run_1/class_map.png
Drawn at 6 px/µm. Fill, decap, tap and diode cells in grey.
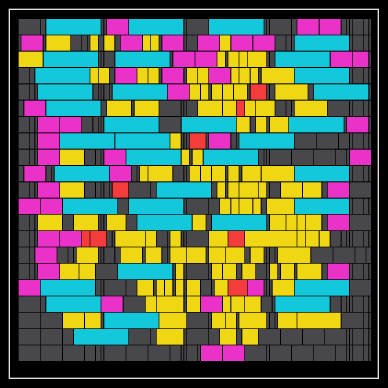
run_1/clock_wires.png
Drawn at 8 px/µm.
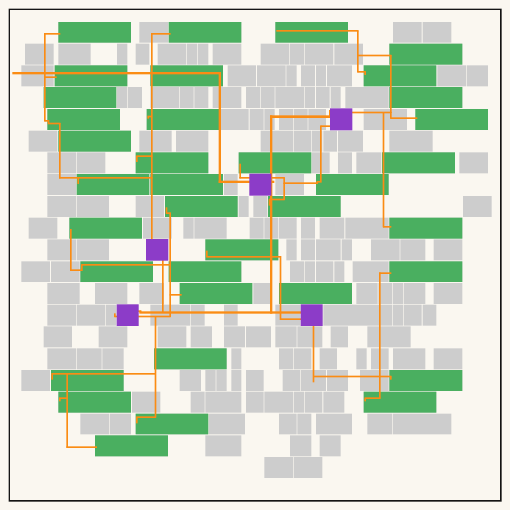
run_1/port_trees.png
Drawn at 6 px/µm.
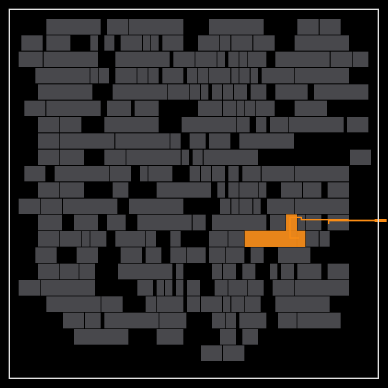
==> config.mk <==
export PLATFORM = sky130hd
export DESIGN_NAME = mod_exp_ctrl
export DESIGN_NICKNAME = d
export VERILOG_FILES = /design/src/rtl/mod_exp_ctrl.sv
export SDC_FILE = /design/constraint.sdc
export NUM_CORES = 1
export LEC_CHECK = 0
export CAP_MARGIN = 20
export CORE_UTILIZATION = 53
export CTS_CLUSTER_SIZE = 12
export DETAILED_ROUTE_END_ITERATION = 16
export PLACE_DENSITY = 0.84
export SYNTH_ARGS = -nofsm -noshare
export SYNTH_HDL_FRONTEND = slang
export SYNTH_SLANG_ARGS = --single-unit
==> constraint.sdc <==
create_clock -name clk -period 3.3 [get_ports clk]
set_clock_uncertainty 0.2 [all_clocks]
set_input_delay 0.495 -clock clk [delete_from_list [all_inputs] [get_ports clk]]
set_output_delay 0.495 -clock clk [all_outputs]
set_load 0.02 [all_outputs]
==> src/rtl/mod_exp_ctrl.sv <==
// mod_exp_ctrl: left-to-right square-and-multiply sequencer that
// drives an external interleaved modular multiplier.
module mod_exp_ctrl #(
  parameter int NBITS = 4,
  parameter int EBITS = 4
) (
  input  logic                     clk,
  input  logic                     rst_n,
  input  logic                     start_p,
  input  logic [NBITS-1:0]         base,
  input  logic [EBITS-1:0]         exp,
  input  logic [NBITS-1:0]         m,
  input  logic [$clog2(NBITS)-1:0] m_msb,
  output logic                     busy,
  output logic [NBITS-1:0]         result,
  output logic                     done_irq_p,
  output logic                     mul_enable_p,
  output logic [NBITS-1:0]         mul_a,
  output logic [NBITS-1:0]         mul_b,
  output logic [NBITS-1:0]         mul_m,
  output logic [$clog2(NBITS)-1:0] mul_m_msb,
  input  logic [NBITS-1:0]         mul_y,
  input  logic                     mul_done_irq_p
);

  localparam int MW = $clog2(NBITS);
  localparam int BW = $clog2(EBITS) + 1;

  typedef enum logic [2:0] {
    IDLE,
    SCAN,
    NEXT,
    SQR_REQ,
    SQR_WAIT,
    MUL_REQ,
    MUL_WAIT,
    DONE
  } state_t;

  state_t state, state_nxt;

  logic [NBITS-1:0] base_r, base_nxt;
  logic [NBITS-1:0] m_r, m_nxt;
  logic [MW-1:0]    m_msb_r, m_msb_nxt;
  logic [EBITS-1:0] exp_sh, exp_nxt;
  logic [BW-1:0]    bits_left, bits_nxt;
  logic [NBITS-1:0] acc, acc_nxt;
  logic [NBITS-1:0] a_r, a_nxt;
  logic [NBITS-1:0] b_r, b_nxt;
  logic [NBITS-1:0] res_r, res_nxt;

  always_ff @(posedge clk or negedge rst_n) begin
    if (!rst_n) begin
      state     <= IDLE;
      base_r    <= '0;
      m_r       <= '0;
      m_msb_r   <= '0;
      exp_sh    <= '0;
      bits_left <= '0;
      acc       <= '0;
      a_r       <= '0;
      b_r       <= '0;
      res_r     <= '0;
    end else begin
      state     <= state_nxt;
      base_r    <= base_nxt;
      m_r       <= m_nxt;
      m_msb_r   <= m_msb_nxt;
      exp_sh    <= exp_nxt;
      bits_left <= bits_nxt;
      acc       <= acc_nxt;
      a_r       <= a_nxt;
      b_r       <= b_nxt;
      res_r     <= res_nxt;
    end
  end

  always_comb begin
    state_nxt = state;
    base_nxt  = base_r;
    m_nxt     = m_r;
    m_msb_nxt = m_msb_r;
    exp_nxt   = exp_sh;
    bits_nxt  = bits_left;
    acc_nxt   = acc;
    a_nxt     = a_r;
    b_nxt     = b_r;
    res_nxt   = res_r;
    unique case (state)
      IDLE: begin
        if (start_p) begin
          base_nxt  = base;
          m_nxt     = m;
          m_msb_nxt = m_msb;
          exp_nxt   = exp;
          bits_nxt  = BW'(EBITS);
          state_nxt = SCAN;
        end
      end
      SCAN: begin
        exp_nxt  = exp_sh << 1;
        bits_nxt = bits_left - BW'(1);
        if (exp_sh[EBITS-1]) begin
          acc_nxt   = base_r;
          state_nxt = NEXT;
        end else if (bits_left == BW'(1)) begin
          // exp == 0: x^0 is 1, which reduces to 0 only when m == 1
          acc_nxt   = (m_r == NBITS'(1)) ? '0 : NBITS'(1);
          state_nxt = DONE;
        end
      end
      NEXT: begin
        if (bits_left == '0) begin
          state_nxt = DONE;
        end else begin
          a_nxt     = acc;
          b_nxt     = acc;
          state_nxt = SQR_REQ;
        end
      end
      SQR_REQ: state_nxt = SQR_WAIT;
      SQR_WAIT: begin
        if (mul_done_irq_p) begin
          acc_nxt = mul_y;
          if (exp_sh[EBITS-1]) begin
            a_nxt     = mul_y;
            b_nxt     = base_r;
            state_nxt = MUL_REQ;
          end else begin
            exp_nxt   = exp_sh << 1;
            bits_nxt  = bits_left - BW'(1);
            state_nxt = NEXT;
          end
        end
      end
      MUL_REQ: state_nxt = MUL_WAIT;
      MUL_WAIT: begin
        if (mul_done_irq_p) begin
          acc_nxt   = mul_y;
          exp_nxt   = exp_sh << 1;
          bits_nxt  = bits_left - BW'(1);
          state_nxt = NEXT;
        end
      end
      DONE: state_nxt = IDLE;
      default: state_nxt = IDLE;
    endcase
    // result is loaded on entry so it is valid during the done pulse
    if (state_nxt == DONE && state != DONE) begin
      res_nxt = acc_nxt;
    end
  end

  assign busy         = (state != IDLE) && (state != DONE);
  assign done_irq_p   = (state == DONE);
  assign mul_enable_p = (state == SQR_REQ) || (state == MUL_REQ);
  assign result       = res_r;
  assign mul_a        = a_r;
  assign mul_b        = b_r;
  assign mul_m        = m_r;
  assign mul_m_msb    = m_msb_r;

endmodule
==> flow_summary.toml, run 1 <==
# implementation run metrics
[status]
status = "finished clean"

[sta]
timing.fmax_ghz = 0.3647
drv_slew = 0
finalCriticalPeriod_ps = 2742
setup_viol = 0
tns_ps = 0

[worst_setup_path]
worst-setup-path-type = "reg -> out"
path_cells = "and3_1, clkdlybuf4s50_1"
arrival_ps = 2050
slowest_delay_ps = 820
crit_path_top_delay_cell = "dfrtp_1"

[clock_tree]
cts_tree = "yes"
cts_resized = 0
clock_latency_ps = 340
postCtsHoldBufs = 0
clk_path_buf_depth = 2

[power]
p_leak_nw = 1.004
internal_power_mw = 1.342

[layout]
n_clock_buffer = 7
flop_area_um2 = 900.9
logic_gates = 114
final_util_pct = 69.31
area_delta_synth_final_pct = 25.20
final.fill_count = 266

[global_routing]
grt_start_max_net_pins = 37
gr-usage-met3_pct = 6.513
antenna_found_initial = 0
gr-usage-met2_pct = 36.34
grt_pass1_vias = 1317
overflow = 0
top_usage_layer = "met2"

[logic_synthesis]
yosys_cells = 164
ys_sh_aoi_pct = 16.73
synth.top_cells.by_area = "dfrtp_1 48%, mux2_1 6.0%, a21oi_1 4.6%"
fp_nets = 189
yosys_area_um2 = 1862
logic_family = "simple AND/OR/NAND/NOR gates"
ys_seq_share_pct = 48.39
xor_area_share_pct = 0.4704

[routing]
firstDrtPassIters = 4
wl_met3_um = 191
via_per_inst = 5.510
detail-route-antenna-nets = 0
dr.first_iter.drc_count = 81

[job]
cap_violations = 0

[placed_design]
io_buffers = 42
place_congestion = 0.8100
dpl.cell_count = 245

[floorplan]
fp_util_pct = 55.36
ios = 43
-- class_map.png (at the start) --
Key: red = clock drivers and dummy loads [cells 8, share of their area 2.4%]; magenta = remaining buffers and delay cells [cells 44, share of their area 19%]; cyan = sequential cells [cells 36, share of their area 40%]; yellow = remaining logic cells [cells 119, share of their area 39%]

-- clock_wires.png (at the start) --
Key: orange = clock wires [length 403 µm]; green = flip-flops [count 36]; purple = clock-net drivers [count 5]
There are 6 routed clock nets.

-- port_trees.png (at the start) --
Key: orange = start_p [bits 1, direction input, edge right, end cells 3, buffers 1, wire 23.0 µm]

## run 1: registers in the layout, indices dropped and copies added (netlist names), 4 cells and up
| signal | count |
|---|---|
| exp_sh | 4 |
| base_r | 4 |
| mul_b | 4 |
| result | 4 |
| acc | 4 |
| mul_m | 4 |
| mul_a | 4 |
## run 1: final timing paths
check                                to
setup / recovery             done_irq_p
hold / removal             bits_left[1]
setup reg to reg               mul_m[0]
hold reg to reg            bits_left[1]
max in group asynchronous      mul_m[2]
min in group asynchronous        acc[1]
## run 1: power groups by stage
stage	sequential [mW]	clock (mW)	combinational, mW
after floorplan	0.914	0	0.804
after global placement	0.878	0	1.17
after detailed placement	0.896	0	1.21
after CTS	0.888	0.236	1.22
after global routing	0.921	0.255	1.32
final	0.894	0.231	1.22
--- run 2 (diff from run 1) ---
Settings changed: CORE_UTILIZATION 53 to 45, PLACE_DENSITY 0.84 to 0.76.
Clock period 3.3 ns to 2.4 ns, I/O delays scaled along.
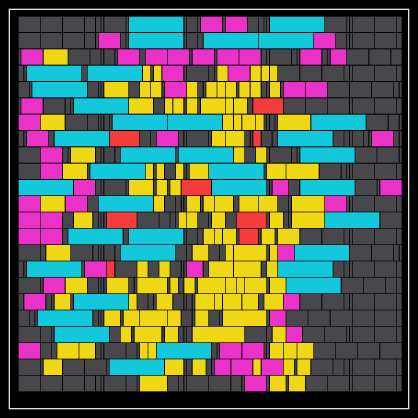
run_2/class_map.png
Drawn at 6 px/µm. Fill, decap, tap and diode cells in grey.
Key: magenta = remaining buffers and delay cells [cells 50, share of their area 20%]; cyan = sequential cells [cells 36, share of their area 38%]; red = clock drivers and dummy loads [cells 8, share of their area 3.6%]; yellow = remaining logic cells [cells 119, share of their area 38%]

==> flow_summary.toml, run 2 <==
# implementation run metrics
[global_routing]
gr-usage-met3_pct = 4.483
grt_start_max_net_pins = 37
antenna_found_initial = 0
gr-usage-met2_pct = 32.27
top_usage_layer = "met2"
grt_pass1_vias = 1440

[worst_setup_path]
path_cells = "and2b_1, o21a_1, clkdlybuf4s50_1"
r2r_end = "result[0]"
worst-setup-path-type = "reg -> out"
crit_path_top_delay_cell = "clkdlybuf4s50_1"
cp-endpoint = "mul_enable_p"
arrival_ps = 1680
slowest_delay_ps = 600

[placed_design]
dpl.cell_count = 255
io_buffers = 42
place_congestion = 0.8324

[clock_tree]
cts_setup_buffers = 0
clk_path_buf_depth = 2
postCtsHoldBufs = 0
cts_resized = 0
cts_tree = "yes"
cts_sinks = 36
clock_latency_ps = 280

[routing]
wl_met3_um = 190
vias = 1454
dr.first_iter.drc_count = 80
detail-route-antenna-nets = 0
highest_layer = "met4"
via_per_inst = 5.529

[logic_synthesis]
async_flop_share_pct = 100.0
edf_count = 0
xor_area_share_pct = 0.4704
yosys_cells = 164
fp_nets = 189
ys_seq_share_pct = 48.39
dominantRegCellSynth = "dfrtp_1"
ys_sh_aoi_pct = 16.73
synth_area_um2 = 1862
top_cell = "dfrtp_1"
yosys_area_um2 = 1862
synth.top_cells.by_area = "dfrtp_1 48%, mux2_1 6.0%, a21oi_1 4.6%"
logic_family = "simple AND/OR/NAND/NOR gates"

[floorplan]
fp_util_pct = 46.54

[status]
status = "finished clean"

[sta]
rsz0062_at_grt = "no"
setup_viol = 0
slew_headroom_pct = 69.95
timing.fmax_ghz = 0.4454
tns_ps = 0
drv_slew = 0

[power]
p_leak_nw = 1.047

[layout]
final.fill_count = 336
area_delta_synth_final_pct = 29.57

[worst_hold_path]
hold_path.class = "in -> async"
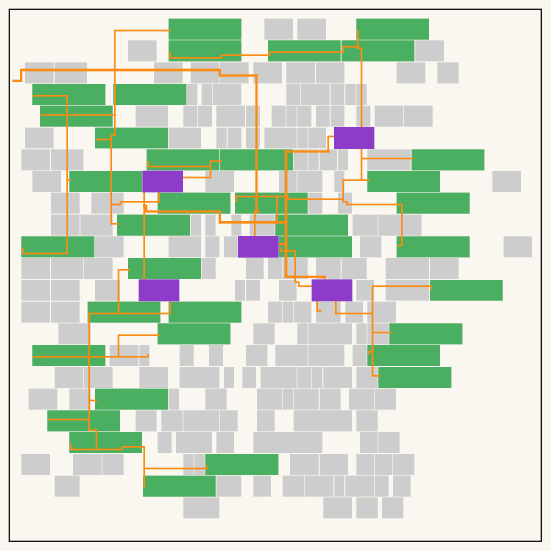
run_2/clock_wires.png
Drawn at 8 px/µm.
Key: orange = clock wires [length 447 µm]; green = flip-flops [count 36]; purple = clock-net drivers [count 5]
Position of the flops: spread over the die.

run 2: cell types whose count changed in the layout (fill, tap and decap cells not counted), sizes merged:
cell  delta
buf      +6
run 2: layout make-up:
| type | instances | area, µm² | share of cell area [%] |
|---|---|---|---|
| Sequential cell | 36 | 900.9 | 37.34 |
| Multi-Input combinational cell | 114 | 864.6 | 35.84 |
| Timing Repair Buffer | 50 | 480.5 | 19.92 |
| Clock buffer | 7 | 76.32 | 3.164 |
| Tap cell | 50 | 62.56 | 2.593 |
| Inverter | 5 | 18.77 | 0.7780 |
| Clock inverter | 1 | 8.758 | 0.3631 |
run 2: report_power, final:
part           switching [mW]  internal [mW]
sequential              0.230          0.903
clock                   0.211          0.207
combinational           0.947          0.886
total                    1.39           2.00
--- run 3 (diff from run 2) ---
Settings changed: HOLD_SLACK_MARGIN set to 0.05, PLACE_DENSITY 0.76 to 0.85.
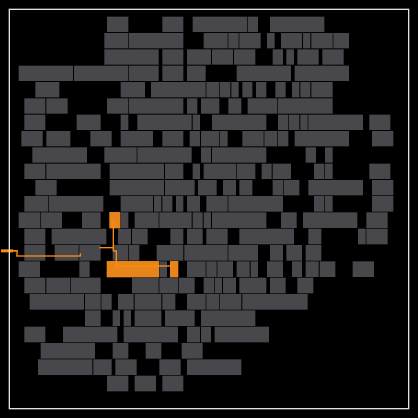
run_3/port_trees.png
Drawn at 6 px/µm.
Key: orange = start_p [bits 1, direction input, edge left, end cells 3, buffers 1, wire 32.6 µm]

==> flow_summary.toml, run 3 <==
# implementation run metrics
[power]
p_clk_share_pct = 15.4
internal_power_mw = 2.092
combPwrFrac_pct = 52.2
pwr-share-seq_pct = 32.4
p_switching_mw = 1.367
power_density_nw_per_um2 = 1421
p_leak_nw = 1.060
swShare_pct = 39.52
top_power_group = "combinational logic"
pg_comb_mw = 1.81
p_seq_mw = 1.12
pg_clk_uw = 533

[placed_design]
io_buffers = 42
dpl.cell_count = 255
place_congestion = 0.8410

[floorplan]
n_tap_cell = 50
fp_util_pct = 46.54
rows = 23

[sta]
rsz0062_at_grt = "no"
worst_slack_ps = 154.8
drv_slew = 0
tns_ps = 0
setup_viol = 0
timing.fmax_ghz = 0.4454

[layout]
clkCellAreaFrac_pct = 4.419
flop_area_um2 = 900.9
seq_share_pct = 37.00
comb_area_um2 = 864.6
seq_cell_count = 36
diodes = 0
largestClassByArea = "registers"
comb_area_share_pct = 35.51
post_route_cells_drive_above_1_share_pct = 14.08
final.fill_count = 339
n_clock_buffer = 6
area_delta_synth_final_pct = 30.78
logic_gates = 114
inverters = 5
nonClkBufAreaFrac_pct = 19.73
buffers_excl_clock = 50

[worst_setup_path]
critPathTopFamily = "buffers and inverters"
r2r_end = "result[1]"
cp-endpoint = "mul_enable_p"
crit-reg2reg-launch = "bits_left[1]"
worst-setup-path-type = "reg -> out"
arrival_ps = 1690
slowest_delay_ps = 590
crit_path_top_delay_cell = "clkdlybuf4s50_1"
path_cells = "and2b_1, o21a_1, clkdlybuf4s50_1"

[global_routing]
grt_util_met1_pct = 27.19
grt_start_max_net_pins = 37
top_usage_layer = "met2"
gr-usage-met3_pct = 6.207
grt_pass1_vias = 1307
antenna_found_initial = 0

[routing]
vias = 1374
highest_layer = "met4"
via_per_inst = 5.224
drt-wirelength-per-cell_um = 14.13
detail-route-antenna-nets = 0
dr.first_iter.drc_count = 49
wl_met3_um = 166

[clock_tree]
postCtsHoldBufs = 0
cts_resized = 0
clkTransAtPathRegs_ps = 80
clock_latency_ps = 290
clk_path_buf_depth = 2
cts_tree = "yes"
cts_sinks = 36
cts_setup_buffers = 0

[logic_synthesis]
yosys_cells = 164
syn_inst = 164
async_flop_share_pct = 100.0
synth_area_um2 = 1862
dominantRegCellSynth = "dfrtp_1"
ys_seq_share_pct = 48.39
edf_count = 0
top_cell = "dfrtp_1"
fp_nets = 189
yosys_area_um2 = 1862
synth.top_cells.by_area = "dfrtp_1 48%, mux2_1 6.0%, a21oi_1 4.6%"

[job]
log.warning_count = 28

[worst_hold_path]
hold_path.class = "in -> async"

[status]
status = "finished clean"
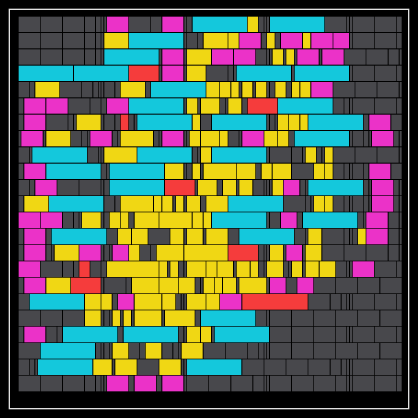
run_3/class_map.png
Drawn at 6 px/µm. Fill, decap, tap and diode cells in grey.
Key: red = clock drivers and dummy loads [cells 8, share of their area 4.5%]; cyan = sequential cells [cells 36, share of their area 38%]; yellow = remaining logic cells [cells 119, share of their area 37%]; magenta = remaining buffers and delay cells [cells 50, share of their area 20%]

==> run 3: cell counts after synthesis <==
No cell type changed its count.
==> run 3: worst min path at each step <==
stage                         endpoint  slack, ps
final                         mul_b[1]        280
after global routing          mul_b[2]        310
after CTS                 bits_left[1]        280
after detailed placement  bits_left[1]        270
after global placement    bits_left[1]        270
after floorplan                 acc[0]       -140
==> run 3: cells by family after synthesis <==
family                   after synthesis  share of synthesized area (%)
buffers and inverters                 14                          5.175
flip-flops                            36                          48.39
multiplexers                          15                          9.812
XOR/XNOR                               1                         0.4705
AND/OR/NAND/NOR                       49                          17.40
AND-OR/OR-AND                         46                          16.73
adder cells (fa/ha/maj)                3                          2.016

==> gallery <==
Met2 routing.
Drawn at 8 px/µm. Cells faint in the background.
Plate I
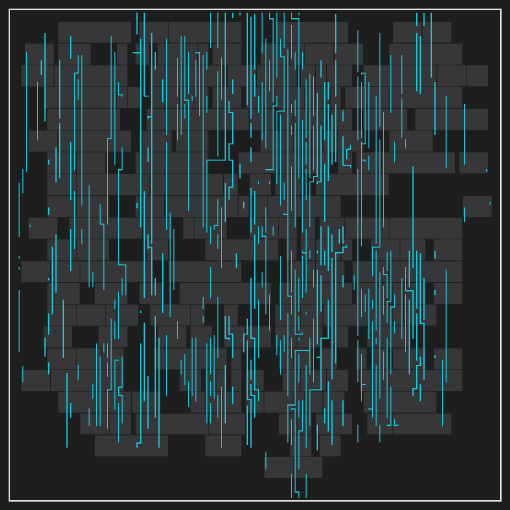
Plate II
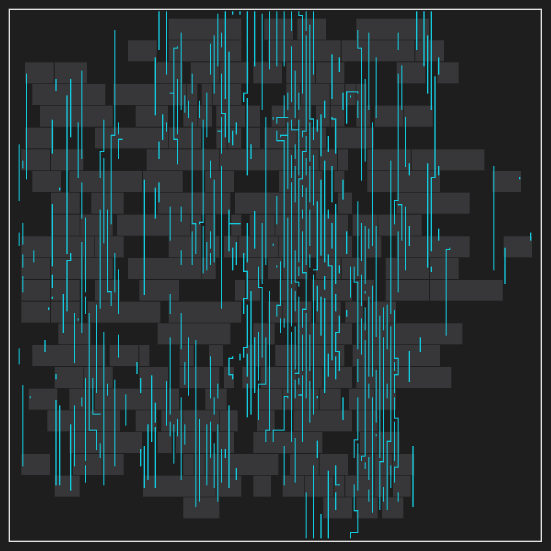
Plate III
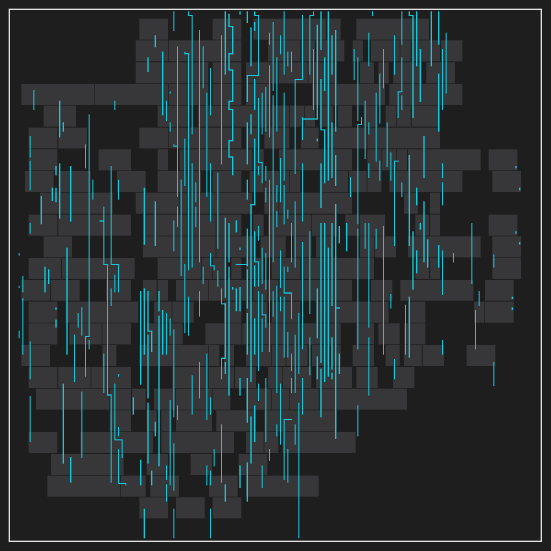
run 2: Plate II
run 3: Plate III
run 1: Plate I

Key to Plate III:
The layer holds 47% of the routed length. The layer carries 1730 µm of wire. The wires run mostly vertical. 197 nets have wire on it. The longest straight run is 29.2 µm.

Power and IR drop assume default switching activity.
